===== src/rtl/squarer_seq_pkg.sv =====
// Shared types and constants for the sequential squarer.
// FSM state encoding and the default operand width live here.
package squarer_seq_pkg;

    localparam int DEF_WIDTH = 8;

    typedef enum logic [1:0] {
        ST_IDLE = 2'd0,
        ST_CALC = 2'd1,
        ST_DONE = 2'd2
    } state_e;

endpackage


===== src/rtl/squarer_seq_if.sv =====
// Request/result bundle of the sequential squarer.
// slave is the unit side, master is the requester side.
interface squarer_seq_if #(
    parameter int WIDTH = 8
);

    logic               start_i;
    logic [WIDTH-1:0]   root_i;
    logic               busy_o;
    logic               ready_o;
    logic [2*WIDTH-1:0] valor_o;

    modport slave (
        input  start_i,
        input  root_i,
        output busy_o,
        output ready_o,
        output valor_o
    );

    modport master (
        output start_i,
        output root_i,
        input  busy_o,
        input  ready_o,
        input  valor_o
    );

endinterface


===== src/rtl/squarer_seq_ctrl.sv =====
// Control FSM of the squarer: sequences IDLE/CALC/DONE
// and counts the WIDTH shift-add steps.
module squarer_ctrl
    import squarer_seq_pkg::*;
#(
    parameter int WIDTH = DEF_WIDTH
) (
    input  logic clk,
    input  logic rst_n,
    input  logic start_i,
    output logic load_o,
    output logic shift_en_o,
    output logic last_o,
    output logic busy_o,
    output logic done_o
);

    localparam int CNT_W = $clog2(WIDTH + 1);
    localparam logic [CNT_W-1:0] CNT_LAST = CNT_W'(WIDTH - 1);

    state_e           state_q, state_d;
    logic [CNT_W-1:0] cnt_q, cnt_d;
    logic             cnt_done;

    assign cnt_done = (cnt_q == CNT_LAST);

    // State and step counter registers
    always_ff @(posedge clk or negedge rst_n) begin
        if (!rst_n) begin
            state_q <= ST_IDLE;
            cnt_q   <= '0;
        end else begin
            state_q <= state_d;
            cnt_q   <= cnt_d;
        end
    end

    // Next state and datapath strobes
    always_comb begin
        state_d    = state_q;
        cnt_d      = cnt_q;
        load_o     = 1'b0;
        shift_en_o = 1'b0;
        last_o     = 1'b0;
        unique case (state_q)
            ST_IDLE, ST_DONE: begin
                if (start_i) begin
                    load_o  = 1'b1;
                    cnt_d   = '0;
                    state_d = ST_CALC;
                end else begin
                    state_d = ST_IDLE;
                end
            end
            ST_CALC: begin
                shift_en_o = 1'b1;
                cnt_d      = cnt_q + 1'b1;
                if (cnt_done) begin
                    last_o  = 1'b1;
                    state_d = ST_DONE;
                end
            end
            default: begin
                state_d = ST_IDLE;
            end
        endcase
    end

    assign busy_o = (state_q == ST_CALC);
    assign done_o = (state_q == ST_DONE);

endmodule


===== src/rtl/squarer_seq.sv =====
// Sequential squarer: root*root by shift-add over WIDTH cycles.
// Holds the datapath; sequencing comes from squarer_ctrl.
module squarer_seq
    import squarer_seq_pkg::*;
#(
    parameter int WIDTH = DEF_WIDTH
) (
    input  logic         clk,
    input  logic         rst_n,
    squarer_seq_if.slave bus
);

    localparam int W2 = 2 * WIDTH;

    logic             load, shift_en, last, busy, done;
    logic [W2-1:0]    mcand_q, mcand_d;
    logic [WIDTH-1:0] mplier_q, mplier_d;
    logic [W2-1:0]    acc_q, acc_d;
    logic [W2-1:0]    valor_q, valor_d;
    logic [W2-1:0]    acc_sum;

    squarer_ctrl #(.WIDTH(WIDTH)) u_ctrl (
        .clk        (clk),
        .rst_n      (rst_n),
        .start_i    (bus.start_i),
        .load_o     (load),
        .shift_en_o (shift_en),
        .last_o     (last),
        .busy_o     (busy),
        .done_o     (done)
    );

    // One partial product per step; the final sum is what DONE publishes
    assign acc_sum = acc_q + (mplier_q[0] ? mcand_q : '0);

    // Datapath next state: load on accept, shift-add while computing
    always_comb begin
        mcand_d  = mcand_q;
        mplier_d = mplier_q;
        acc_d    = acc_q;
        valor_d  = valor_q;
        if (load) begin
            mcand_d  = {{WIDTH{1'b0}}, bus.root_i};
            mplier_d = bus.root_i;
            acc_d    = '0;
        end else if (shift_en) begin
            acc_d    = acc_sum;
            mcand_d  = mcand_q << 1;
            mplier_d = mplier_q >> 1;
        end
        if (last) begin
            valor_d = acc_sum;
        end
    end

    // Datapath registers
    always_ff @(posedge clk or negedge rst_n) begin
        if (!rst_n) begin
            mcand_q  <= '0;
            mplier_q <= '0;
            acc_q    <= '0;
            valor_q  <= '0;
        end else begin
            mcand_q  <= mcand_d;
            mplier_q <= mplier_d;
            acc_q    <= acc_d;
            valor_q  <= valor_d;
        end
    end

    assign bus.busy_o  = busy;
    assign bus.ready_o = done;
    assign bus.valor_o = valor_q;

endmodule


===== src/flat_wrapper.sv =====
// flat-port wrapper written by rule: the top's interface ports become plain ports
module squarer_seq_flat import squarer_seq_pkg::*;
#(
    parameter int WIDTH = DEF_WIDTH
)
  (clk, rst_n, bus_start_i, bus_root_i, bus_busy_o, bus_ready_o, bus_valor_o);
  squarer_seq_if #(.WIDTH(WIDTH)) bus_i ();
  input  logic clk;
  input  logic rst_n;
  input wire logic [$bits(bus_i.start_i)-1:0] bus_start_i;
  input wire logic [$bits(bus_i.root_i)-1:0] bus_root_i;
  output wire logic [$bits(bus_i.busy_o)-1:0] bus_busy_o;
  output wire logic [$bits(bus_i.ready_o)-1:0] bus_ready_o;
  output wire logic [$bits(bus_i.valor_o)-1:0] bus_valor_o;
  assign bus_i.start_i = bus_start_i;
  assign bus_i.root_i = bus_root_i;
  assign bus_busy_o = bus_i.busy_o;
  assign bus_ready_o = bus_i.ready_o;
  assign bus_valor_o = bus_i.valor_o;
  squarer_seq #(.WIDTH(WIDTH)) u_core (.clk(clk), .rst_n(rst_n), .bus(bus_i));
endmodule

===== config.mk =====
export PLATFORM = sky130hd
export DESIGN_NAME = squarer_seq_flat
export DESIGN_NICKNAME = d
export VERILOG_FILES = /design/src/rtl/squarer_seq_pkg.sv /design/src/rtl/squarer_seq_if.sv /design/src/rtl/squarer_seq_ctrl.sv /design/src/rtl/squarer_seq.sv /design/src/flat_wrapper.sv
export SDC_FILE = /design/constraint.sdc
export NUM_CORES = 1
export LEC_CHECK = 0
export CORE_UTILIZATION = 57
export CTS_CLUSTER_DIAMETER = 120
export DETAILED_ROUTE_END_ITERATION = 7
export HOLD_SLACK_MARGIN = 0.15
export PLACE_DENSITY_LB_ADDON = 0.08
export SYNTH_ARGS = -nofsm -noshare
export SYNTH_HDL_FRONTEND = slang
export SYNTH_SLANG_ARGS = --single-unit

===== constraint.sdc =====
create_clock -name clk -period 2.7 [get_ports clk]
set_input_delay 0.54 -clock clk [delete_from_list [all_inputs] [get_ports clk]]
set_output_delay 0.54 -clock clk [all_outputs]
set_load 0.005 [all_outputs]

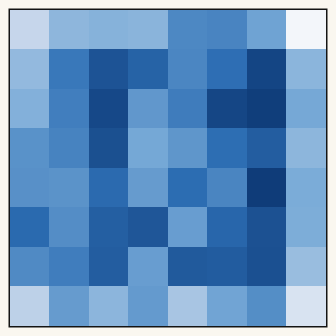
Run 1: placement density heat map
The die is cut into 8 by 8 equal tiles; white is low, dark blue is high, 0 to 100% covered.
mean over tiles: 63%
tiles over 75% full: 33%
fullest tile: 95%
Core Util, Final: 0.704
FP Util: 0.593
Core Region: 0.00551 mm^2

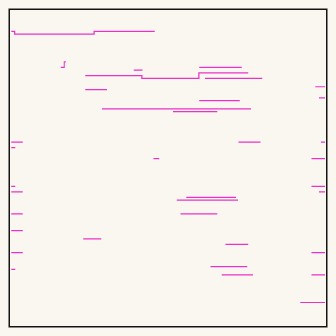
Run 1: metal 3
nets with wire on the layer: 31
main direction: horizontal
drt total wl: 7000 um
routed vias: 2511
M3 GR Usage: 0.0635

==> reports/metrics.csv, run 1 <==
metric;value;unit
status;finished clean;
pin count of the biggest net entering global routing;40;
HP Class;in2async;
crit end category;register;
Post-DP Area;0.00364;mm^2
DRC;0;
die height;77.7;um
Clock Tree Buf Depth;2;
initial antenna violation count;0;
CP Data Required Time;2.92;ns
Post-Place Worst Slack;0.144;ns
crit path max fanout;3;
main flop type;dfrtp_1;
part of the power in registers;0.330;
Lkg Pwr;1.83;nW
max-slew violations;0;
Int Pwr;0.00306;W
Power Density;1260;mW/mm^2
wire length per cell;16.4;um
hold_ws;0.172;ns
n_diodes;0;
Inst Count DP;413;
nets@finish;380;
Simple Share, Synth;0.155;
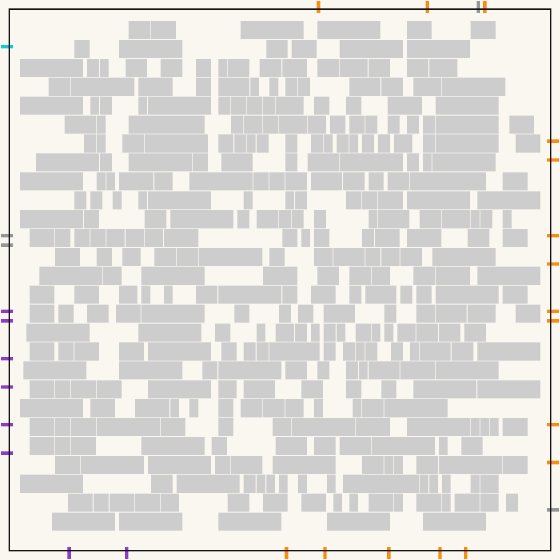
Run 1: ports around the boundary
Pins as bars across the die edge, other pins in grey.
[cyan] clk | pins: 1 | direction: input | edge: left
[purple] bus_root_i | pins: 8 | direction: input | edge: 6 left, 2 bottom
[orange] bus_valor_o | pins: 16 | direction: output | edge: 8 right, 5 bottom, 3 top

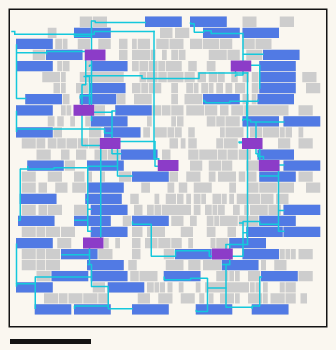
Run 1: clock distribution
Bar = 20 um.
[blue] flip-flops | count: 62
[purple] clock-net drivers | count: 9
[cyan] clock wires | length: 794 um
routed clock nets: 10
flops lie: all over the die

==> run 1: per-layer routing <==
metal,track usage,part of all wire
met5,0,0
met4,0.0962,0.010
met3,0.0635,0.039
met2,0.393,0.46
met1,0.371,0.49
==> run 1: critical path: stages (launching register included) <==
cell and delay (ns):
dfrtp_1 0.40, and2_1 0.21, ha_1 0.30, a211o_1 0.29, a211o_1 0.30, and2_4 0.16
o32a_1 0.39, mux2i_1 0.16, mux2_2 0.27
==> run 1: power by group through the flow <==
stage / Sequential [W] / Combinational, W / Clock [W]
6_report: 0.00161 / 0.00229 / 0.000982
5_1_grt: 0.00166 / 0.00254 / 0.00103
4_1_cts: 0.00161 / 0.00228 / 0.000997
3_5_place_dp: 0.00162 / 0.00227 / 0
3_3_place_gp: 0.00160 / 0.00220 / 0
2_1_floorplan: 0.00156 / 0.00159 / 0
==> run 1: final cells by class <==
cell class / count / area [um^2] / area share
Clock buffer: 11 / 141 / 0.0365
Clock inverter: 4 / 95.1 / 0.0245
Inverter: 5 / 18.8 / 0.00484
Multi-Input combinational cell: 237 / 1640 / 0.423
Sequential cell: 62 / 1550 / 0.400
Tap cell: 72 / 90.1 / 0.0232
Timing Repair Buffer: 37 / 343 / 0.0884
==> run 1: cell usage in the layout (no fill, tap or decap), types with 2 or more instances in the layout <==
cell type	n
dfrtp_1	62
nand2_1	37
clkdlybuf4s50_1	27
and2_1	23
a22o_1	22
a21oi_1	16
ha_1	16
o21ai_0	15
a221o_1	12
nor2_1	12
clkbuf_8	10
o21ai_1	9
xnor2_1	9
buf_4	9
nor2b_1	7
nand2b_1	6
nand3_1	6
mux2_2	5
a22oi_1	4
a21o_1	4
a31oi_1	3
inv_1	3
nand4_1	3
xor2_1	3
bufinv_16	3
inv_2	2
a2111o_1	2
a211o_1	2
o21a_1	2
or2_1	2
mux2i_1	2
==> run 1: synth_stat cells (2+ instances only) <==
cell type | count | area, um^2
clkbuf_1 | 16 | 60.1
a2111o_1 | 2 | 22.5
dfrtp_1 | 62 | 1550
a221o_1 | 12 | 120
mux2i_1 | 2 | 20.0
and2_1 | 23 | 144
a21o_1 | 4 | 30.0
a22o_1 | 22 | 193
nand4_1 | 3 | 18.8
a31oi_1 | 3 | 18.8
a21oi_1 | 16 | 80.1
xnor2_1 | 9 | 78.8
nor2b_1 | 7 | 43.8
o21ai_1 | 9 | 45.0
o21a_1 | 2 | 15.0
o21ai_0 | 15 | 75.1
nand2_1 | 37 | 139
mux2_2 | 5 | 56.3
nand3_1 | 6 | 30.0
or2_1 | 2 | 12.5
inv_1 | 3 | 11.3
ha_1 | 16 | 200
xor2_1 | 3 | 26.3
nand2b_1 | 6 | 37.5
a211o_1 | 2 | 17.5
inv_2 | 2 | 7.51
a22oi_1 | 4 | 30.0
nor2_1 | 13 | 48.8
==> run 1: state kept, by name, summed over array words and instances (netlist names) <==
| name | flops |
|---|---|
| u_core.acc_q | 16 |
| u_core.bus.valor_o | 16 |
| u_core.mcand_q | 16 |
| u_core.mplier_q | 8 |
| u_core.u_ctrl.cnt_q | 4 |
| u_core.u_ctrl.state_q | 2 |
==> run 1: repair_timing <==
action | CTS | global route
gates resized | 0 | 1
setup endpoints to repair | 0 | 1
setup buffers | 0 | 0
Run 1, cell outlines without signal wires:
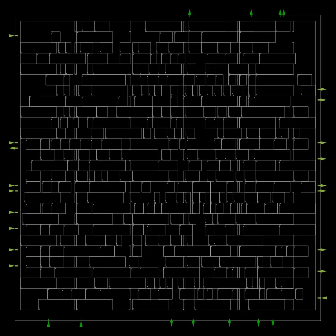

==> run 2, diff against run 1 <==
--- a/config.mk
+++ b/config.mk
@@ -5,10 +5,10 @@
 export SDC_FILE = /design/constraint.sdc
 export NUM_CORES = 1
 export LEC_CHECK = 0
-export CORE_UTILIZATION = 57
+export CORE_MARGIN = 1.5
+export CORE_UTILIZATION = 35
 export CTS_CLUSTER_DIAMETER = 120
 export DETAILED_ROUTE_END_ITERATION = 7
-export HOLD_SLACK_MARGIN = 0.15
 export PLACE_DENSITY_LB_ADDON = 0.08
 export SYNTH_ARGS = -nofsm -noshare
 export SYNTH_HDL_FRONTEND = slang
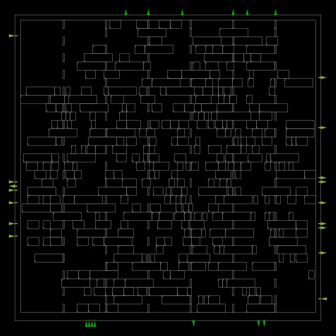
Run 2: cell outlines without signal wires
Seq/total area: 0.397
Core Region: 0.00915 mm^2

==> reports/metrics.csv, run 2 <==
metric;value;unit
HP Class;in2async;
Power Density;1210;mW/mm^2
Post-Place Worst Slack;0.170;ns
max-slew violations;0;
drt total wl;7630;um
crit end category;register;
most frequent logic cell in the layout;dfrtp_1;
most frequent cells after synthesis;62 x dfrtp_1, 37 x nand2_1, 23 x and2_1;
nets@finish;381;
most numerous cell in the Yosys netlist;dfrtp_1;
Int Pwr;0.00291;W
status;finished clean;
largest area contributor in the netlist;dfrtp_1;
Top-area cell share;0.475;
Clock Tree Buf Depth;2;
initial antenna violation count;0;
setup bufs post-CTS;0;
register area;0.00155;mm^2
GRT overflow;0;
Simple Share, Synth;0.155;
n_diodes;0;
pin count of the biggest net entering global routing;33;
Compound Share, Synth;0.222;
crit path max fanout;3;
main flop type;dfrtp_1;
FP Util;0.357;
part of the power in registers;0.338;
Top cells by area;dfrtp_1 48%, ha_1 6.1%, a22o_1 5.9%;
CP Data Required Time;2.92;ns
DRC;0;
post-cts gate resize count;0;
wire length per cell;16.3;um
die height;99.6;um
Gate Area;0.00163;mm^2
CTS Buf Count;9;
==> run 2: cell counts after synthesis <==
No cell type changed its count.
==> run 2: cell type report <==
| cell class | instances | area share |
|---|---|---|
| inverters | 5 | 0.00480 |
| clock inverters | 3 | 0.0109 |
| multi-input cells | 237 | 0.418 |
| clock buffers | 13 | 0.0407 |
| flip-flops and latches | 62 | 0.397 |
| repair buffers | 38 | 0.0929 |
| well taps | 111 | 0.0355 |
==> run 2: critical path, cell delays in order (launching register included) <==
cell	delay (ns)
dfrtp_1	0.40
and2_1	0.20
ha_1	0.29
a211o_1	0.27
a211o_1	0.29
and2_4	0.16
o32a_1	0.38
mux2i_1	0.15
mux2_2	0.26
==> run 2: worst max-delay path by stage <==
stage | slack, ns | from | cells past startpoint | end
floorplan | 0.18 | u_core.mplier_q[0] | 11 | u_core.bus.valor_o[10]
global placement | 0.20 | u_core.mplier_q[0] | 8 | u_core.bus.valor_o[15]
detailed placement | 0.17 | u_core.mcand_q[1] | 8 | u_core.bus.valor_o[15]
CTS | 0.15 | u_core.mcand_q[1] | 8 | u_core.bus.valor_o[15]
global route | 0.02 | u_core.mplier_q[0] | 9 | u_core.acc_q[12]
finish | 0.16 | u_core.mcand_q[1] | 8 | u_core.bus.valor_o[15]
==> run 2: kinds of logic after synthesis <==
kind of cell,after synthesis
buf+inv,22
xor+xnor,12
compound gates,100
simple gates,101
mux,7
flops,62
fa+ha+maj,17
==> run 2: power groups by stage <==
stage / registers [W] / clock network (W) / logic (W)
floorplan: 0.00156 / 0 / 0.00159
CTS: 0.00160 / 0.000860 / 0.00233
detailed placement: 0.00161 / 0 / 0.00232
global route: 0.00166 / 0.000910 / 0.00261
global placement: 0.00161 / 0 / 0.00232
finish: 0.00160 / 0.000830 / 0.00231
==> run 2: through the flow <==
step / hold WS (ns) / area, um^2 / total power (W) / utilization / std cells
2_1_floorplan: 0.244 / 3270 / 0.00315 / - / 321
3_3_place_gp: 0.420 / 3710 / 0.00393 / 0.405 / 453
3_5_place_dp: 0.422 / 3710 / 0.00394 / 0.405 / 453
4_1_cts: 0.0479 / 3910 / 0.00479 / 0.427 / 469
5_1_grt: 0.0495 / 3910 / 0.00518 / 0.427 / 469
6_report: 0.0609 / 3910 / 0.00474 / 0.427 / 469
==> run 2: per-layer routing <==
layer	track usage	vias to the layer above	routed length, um
li1	-	1238	-
met5	0	-	0
met4	0.0618	0	107
met2	0.258	36	3320
met3	0.0330	9	167
met1	0.243	1230	4030
Power figures rest on the tool's default switching activity, not on a simulated workload.
